===== src/rtl/mmio_pkg.sv =====
// Shared constants for the 0x8000_xxxx MMIO region: region tag, register offsets
// and control-register bit positions.
package mmio_pkg;

    localparam logic [3:0] MMIO_REGION = 4'b1000;

    localparam logic [7:0] OFF_UART_CTRL = 8'h00;
    localparam logic [7:0] OFF_UART_RX   = 8'h04;
    localparam logic [7:0] OFF_UART_TX   = 8'h08;
    localparam logic [7:0] OFF_CYC       = 8'h10;
    localparam logic [7:0] OFF_INST      = 8'h14;
    localparam logic [7:0] OFF_CNT_CLR   = 8'h18;

    localparam int CTRL_TX_RDY_BIT  = 0;
    localparam int CTRL_RX_AVAIL_BIT = 1;
    localparam int CTRL_TX_OVR_BIT  = 2;

endpackage


===== src/rtl/byte_fifo.sv =====
// Small synchronous FIFO with registered occupancy count; DEPTH must be a power of 2.
// Pushes into a full FIFO and pops from an empty one are ignored.
module byte_fifo #(
    parameter int DEPTH = 4,
    parameter int WIDTH = 8
) (
    input  logic             clk,
    input  logic             rst,
    input  logic             push,
    input  logic [WIDTH-1:0] din,
    input  logic             pop,
    output logic [WIDTH-1:0] dout,
    output logic             full,
    output logic             empty
);

    localparam int AW = $clog2(DEPTH);
    localparam logic [AW:0] DEPTH_CNT = (AW + 1)'(DEPTH);

    logic [WIDTH-1:0] mem_q [DEPTH];
    logic [AW-1:0]    wr_ptr_q, wr_ptr_d;
    logic [AW-1:0]    rd_ptr_q, rd_ptr_d;
    logic [AW:0]      count_q, count_d;
    logic             push_en, pop_en;

    assign full    = (count_q == DEPTH_CNT);
    assign empty   = (count_q == '0);
    assign push_en = push & ~full;
    assign pop_en  = pop & ~empty;
    assign dout    = mem_q[rd_ptr_q];

    always_comb begin
        wr_ptr_d = wr_ptr_q;
        rd_ptr_d = rd_ptr_q;
        count_d  = count_q;
        if (push_en) wr_ptr_d = wr_ptr_q + AW'(1);
        if (pop_en)  rd_ptr_d = rd_ptr_q + AW'(1);
        case ({push_en, pop_en})
            2'b10:   count_d = count_q + (AW + 1)'(1);
            2'b01:   count_d = count_q - (AW + 1)'(1);
            default: count_d = count_q;
        endcase
    end

    always_ff @(posedge clk or posedge rst) begin
        if (rst) begin
            wr_ptr_q <= '0;
            rd_ptr_q <= '0;
            count_q  <= '0;
        end else begin
            wr_ptr_q <= wr_ptr_d;
            rd_ptr_q <= rd_ptr_d;
            count_q  <= count_d;
        end
    end

    // Storage carries no reset; occupancy alone defines validity.
    always_ff @(posedge clk) begin
        if (push_en) mem_q[wr_ptr_q] <= din;
    end

endmodule


===== src/rtl/mmio_responder.sv =====
// MMIO target for the core's MEM stage: UART TX/RX registers, RX byte FIFO and
// cycle/instruction counters, with registered one-cycle read data like dmem.
module mmio_responder #(
    parameter int         RX_FIFO_DEPTH = 4,
    parameter logic [3:0] MMIO_REGION   = mmio_pkg::MMIO_REGION
) (
    input  logic        clk,
    input  logic        rst,
    input  logic [31:0] req_addr,
    input  logic        req_rd,
    input  logic        req_wr,
    input  logic [31:0] req_wdata,
    input  logic        inst_retire,
    output logic [31:0] rdata,
    output logic [7:0]  tx_data,
    output logic        tx_valid,
    input  logic        tx_ready,
    input  logic [7:0]  rx_data,
    input  logic        rx_valid,
    output logic        rx_ready
);

    import mmio_pkg::*;

    logic        sel, rd_sel, wr_sel;
    logic [7:0]  off;
    logic [31:0] rd_val;
    logic        cnt_clr;
    logic        fifo_push, fifo_pop, fifo_full, fifo_empty;
    logic [7:0]  fifo_dout;

    logic [31:0] rdata_q, rdata_d;
    logic [7:0]  tx_data_q, tx_data_d;
    logic        tx_valid_q, tx_valid_d;
    logic        tx_ovr_q, tx_ovr_d;
    logic [31:0] cyc_q, cyc_d;
    logic [31:0] inst_q, inst_d;

    assign sel     = (req_addr[31:28] == MMIO_REGION);
    assign off     = req_addr[7:0];
    assign rd_sel  = sel & req_rd;
    assign wr_sel  = sel & req_wr;
    assign cnt_clr = wr_sel && (off == OFF_CNT_CLR);

    assign rx_ready  = ~fifo_full;
    assign fifo_push = rx_valid & rx_ready;
    assign fifo_pop  = rd_sel && (off == OFF_UART_RX) && !fifo_empty;

    byte_fifo #(
        .DEPTH(RX_FIFO_DEPTH),
        .WIDTH(8)
    ) u_rx_fifo (
        .clk  (clk),
        .rst  (rst),
        .push (fifo_push),
        .din  (rx_data),
        .pop  (fifo_pop),
        .dout (fifo_dout),
        .full (fifo_full),
        .empty(fifo_empty)
    );

    always_comb begin
        rd_val = '0;
        case (off)
            OFF_UART_CTRL: begin
                rd_val[CTRL_TX_RDY_BIT]   = tx_ready & ~tx_valid_q;
                rd_val[CTRL_RX_AVAIL_BIT] = ~fifo_empty;
                rd_val[CTRL_TX_OVR_BIT]   = tx_ovr_q;
            end
            OFF_UART_RX: if (!fifo_empty) rd_val = {24'b0, fifo_dout};
            OFF_CYC:     rd_val = cyc_q;
            OFF_INST:    rd_val = inst_q;
            default:     rd_val = '0;
        endcase
    end

    always_comb begin
        rdata_d    = rd_sel ? rd_val : rdata_q;
        tx_valid_d = tx_valid_q;
        tx_data_d  = tx_data_q;
        tx_ovr_d   = tx_ovr_q;
        if (tx_valid_q && tx_ready) tx_valid_d = 1'b0;
        // A byte is accepted only into an empty TX slot; otherwise flag the loss.
        if (wr_sel && (off == OFF_UART_TX)) begin
            if (!tx_valid_q) begin
                tx_valid_d = 1'b1;
                tx_data_d  = req_wdata[7:0];
            end else begin
                tx_ovr_d = 1'b1;
            end
        end
        if (rd_sel && (off == OFF_UART_CTRL)) tx_ovr_d = 1'b0;
        cyc_d  = cnt_clr ? '0 : cyc_q + 32'd1;
        inst_d = cnt_clr ? '0 : inst_q + {31'b0, inst_retire};
    end

    always_ff @(posedge clk or posedge rst) begin
        if (rst) begin
            rdata_q    <= '0;
            tx_data_q  <= '0;
            tx_valid_q <= 1'b0;
            tx_ovr_q   <= 1'b0;
            cyc_q      <= '0;
            inst_q     <= '0;
        end else begin
            rdata_q    <= rdata_d;
            tx_data_q  <= tx_data_d;
            tx_valid_q <= tx_valid_d;
            tx_ovr_q   <= tx_ovr_d;
            cyc_q      <= cyc_d;
            inst_q     <= inst_d;
        end
    end

    assign rdata    = rdata_q;
    assign tx_data  = tx_data_q;
    assign tx_valid = tx_valid_q;

endmodule


===== config.mk =====
export PLATFORM = sky130hd
export DESIGN_NAME = mmio_responder
export DESIGN_NICKNAME = d
export VERILOG_FILES = /design/src/rtl/mmio_pkg.sv /design/src/rtl/byte_fifo.sv /design/src/rtl/mmio_responder.sv
export SDC_FILE = /design/constraint.sdc
export NUM_CORES = 1
export LEC_CHECK = 0
export ABC_AREA = 1
export CORE_MARGIN = 3
export CORE_UTILIZATION = 50
export CTS_CLUSTER_DIAMETER = 150
export DETAILED_ROUTE_END_ITERATION = 8
export GPL_TIMING_DRIVEN = 0
export MAX_ROUTING_LAYER = met4
export PLACE_DENSITY = 0.77
export SLEW_MARGIN = 20
export SYNTH_ARGS = -nofsm -noshare
export SYNTH_HDL_FRONTEND = slang
export SYNTH_SLANG_ARGS = --single-unit

===== constraint.sdc =====
create_clock -name clk -period 4.07 [get_ports clk]
set_clock_uncertainty 0.2 [all_clocks]
set_input_delay 0.407 -clock clk [delete_from_list [all_inputs] [get_ports clk]]
set_output_delay 0.407 -clock clk [all_outputs]
set_load 0.02 [all_outputs]

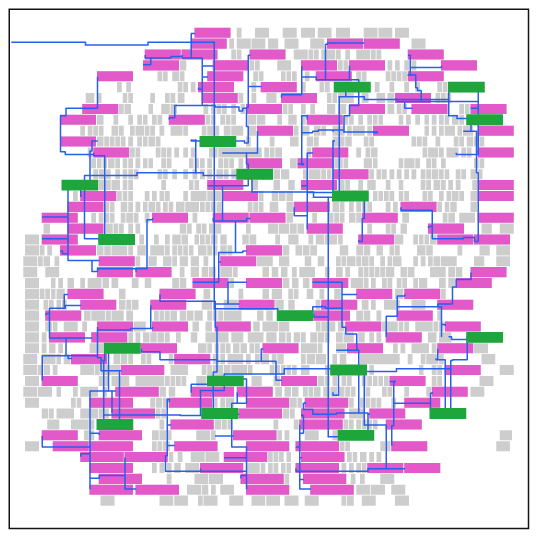
(routed clock nets over the placement)
(4 px per um)
Magenta shows flip-flops, count 145. Green shows cells driving clock nets, count 17. Blue shows clock wires, length 1940 um.
There are 18 routed clock nets.
clock group power: 1490 uW
Clock Latency Late Sink: 0.43 ns
Clk network pwr share: 0.388

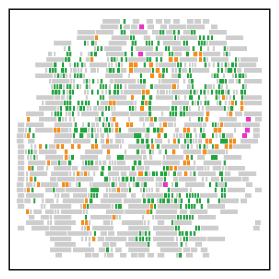
(gate families picked out)
(2 px per um)
Magenta shows AND-OR and OR-AND gates, cells 6. Orange shows inverting AOI/OAI gates, cells 96. Green shows NAND gates, cells 393.
logic gate fraction of the total cell area: 0.3559
Commonest Layout Cell: nand2_1
fin cells: 1270

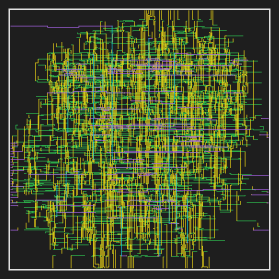
(signal wires by layer)
(2 px per um)
Green shows met1, wire length 8870 um. Cyan shows met4, wire length 434 um. Yellow shows met2, wire length 8980 um. Purple shows met3, wire length 1440 um.

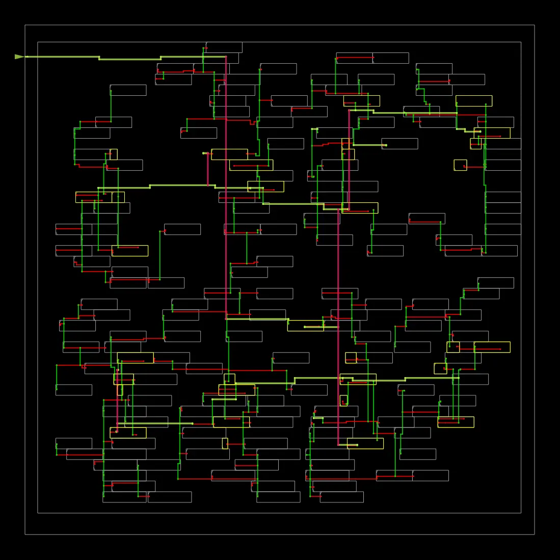
(clock wiring as the flow saved it)
Layout clock buffers: 20
flop count: 145
TritonCTS Buffers: 17

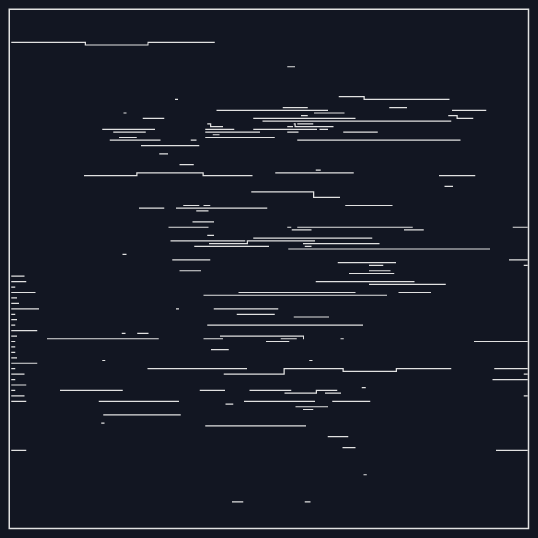
(metal 3)
(4 px per um)
The wires run mostly horizontal. The longest straight run is 50.1 um. 116 nets have wire on it.
Post-Route WL: 19730 um
grt met3 use: 0.06183

==> CHANGELOG.md <==
## Flow update

- Pwr Density: 417.8 nW/um^2
- Leading cell kind: sequential cells
- Final Cycle Share: 0.6440
- FFs w/ async S/R, synth: 0.7793
- Critical path type: input port to register
- Setup tns final: 0 ns
- Synth unique cells: 39
- CP Launch Type: input port
- Number of antenna violations at the first check in global routing: 0
- # Cells Yosys: 977
- Dpl hpwl: about 15000 um
- FF-to-FF setup slack: 1.59 ns
- Status: finished clean
- Dominant cell area share: 0.3711
- Multi-input logic area: 3274 sq um
- Vias in the first global route: 6417
- Min cycle time layout: ~2.6 ns
- Final-stage net count: 1161
- Cell taking the most area after synthesis: dfrtp_1
- Max IR drop VDD: 0.0003387 V
- Syn nets: 1065
- Largest net degree at the start of global routing: roughly 60
- # setup viols final: 0
- Mapped Cells: 977
- Num ports: 121
- Cell Rows: between 40 and 50
- First-pass DRT Iterations: 6
- CTS hold repair buffers: 0
- First-pass GRT wire length: 31840 um
- Most used flip-flop cell: dfrtp_1
- Postcts setup bufs: 0
- Relative slew slack: 0.4475
- Die W: 129.5 um
- Routed WL per cell: about 16 um
- Top logic family: simple AND/OR/NAND/NOR gates
- Post-synth top cells: nand2_1 (299), nor2_1 (151), dfrtp_1 (113)
- PortBufs: 76
- H-tree depth: 4
- Flops after synth: 145
- Mux frac, synth: 0
- Residual DRC count: 0
- Post-placement cell count: 1238
- Fin. Hold Viols: 0
- CTS Sinks: approximately 150
- Drt initial violations: between 600 and 700
- Max-slew violations: 0
- Inverter count: 102
- Top Family by Delay on Critical Path: simple AND/OR/NAND/NOR gates
- CP max stage delay: 0.61 ns
- DR vias/cell: 5.317
- Max frequency: 0.3815 GHz
- Comb_multi_in: 705
- Final instance area: between 9000 and 10000 sq um
- Resized cells post-CTS: 0
- Syn Area/Cell: 7.799 sq um
- Kind of end point of the critical path: register
- Most used cell, CP: nor2_4
- Cell area leaders: dfrtp_1 (37%), nand2_1 (15%), edfxtp_1 (13%)
- Total gr overflow: 0
- Worst Path Max Fanout: 9
[worst reg2reg max path, stage by stage (launching register included)]
cell and delay [ns]:
dfrtp_1 0.35, inv_1 0.08, nand3_1 0.36, nand2_1 0.16, nor2_4 0.17, ha_1 0.18
inv_1 0.07, fa_1 0.38, a21oi_1 0.14, o21ai_0 0.11, xor2_1 0.16
[power by group]
part	switching, uW	total (uW)	internal (uW)
registers	133	1800	1670
logic	358	554	197
clock network	632	1490	858
[cells in the final DEF, fill, tap and decap left out, types with 3 or more instances in the layout]
master	instances
clkinv_2	3
o21ai_0	37
nor2_2	17
inv_1	99
nand3_2	3
inv_6	3
nor3_1	5
dfrtp_1	113
clkinvlp_4	3
o22ai_1	16
nor2_4	9
nand2_2	7
nand3_1	77
clkinv_4	3
xor2_1	10
a21o_1	5
clkbuf_1	6
o21ai_1	10
buf_2	6
buf_4	9
clkbuf_16	17
buf_6	5
nor2_1	151
nand2_1	299
edfxtp_1	32
clkdlybuf4s50_1	76
a21oi_1	32
ha_1	8
[how the worst max path moves through the flow]
stage	slack, ns	start	cells past startpoint	endpoint
after detailed placement	1.07	req_addr[2]	11	u_rx_fifo.count_q[2]
after CTS	1.49	req_addr[2]	11	u_rx_fifo.count_q[2]
after floorplan	0.48	rst	1	cyc_q[0]
after global routing	1.23	req_addr[7]	12	u_rx_fifo.count_q[2]
final	1.45	req_addr[2]	11	u_rx_fifo.count_q[2]
after global placement	-1.26	rst	2	cyc_q[30]
[routing by layer]
layer	track usage	routed length (um)	part of all wire	vias up
li1	-	-	-	3299
met1	0.3431	8867	0.45	3176
met2	0.3787	8984	0.46	244
met3	0.06183	1440	0.073	33
met4	0.08802	433	0.022	0
met5	-	0	0	-
No activity file was given, so power comes from the tool's default toggle rates.
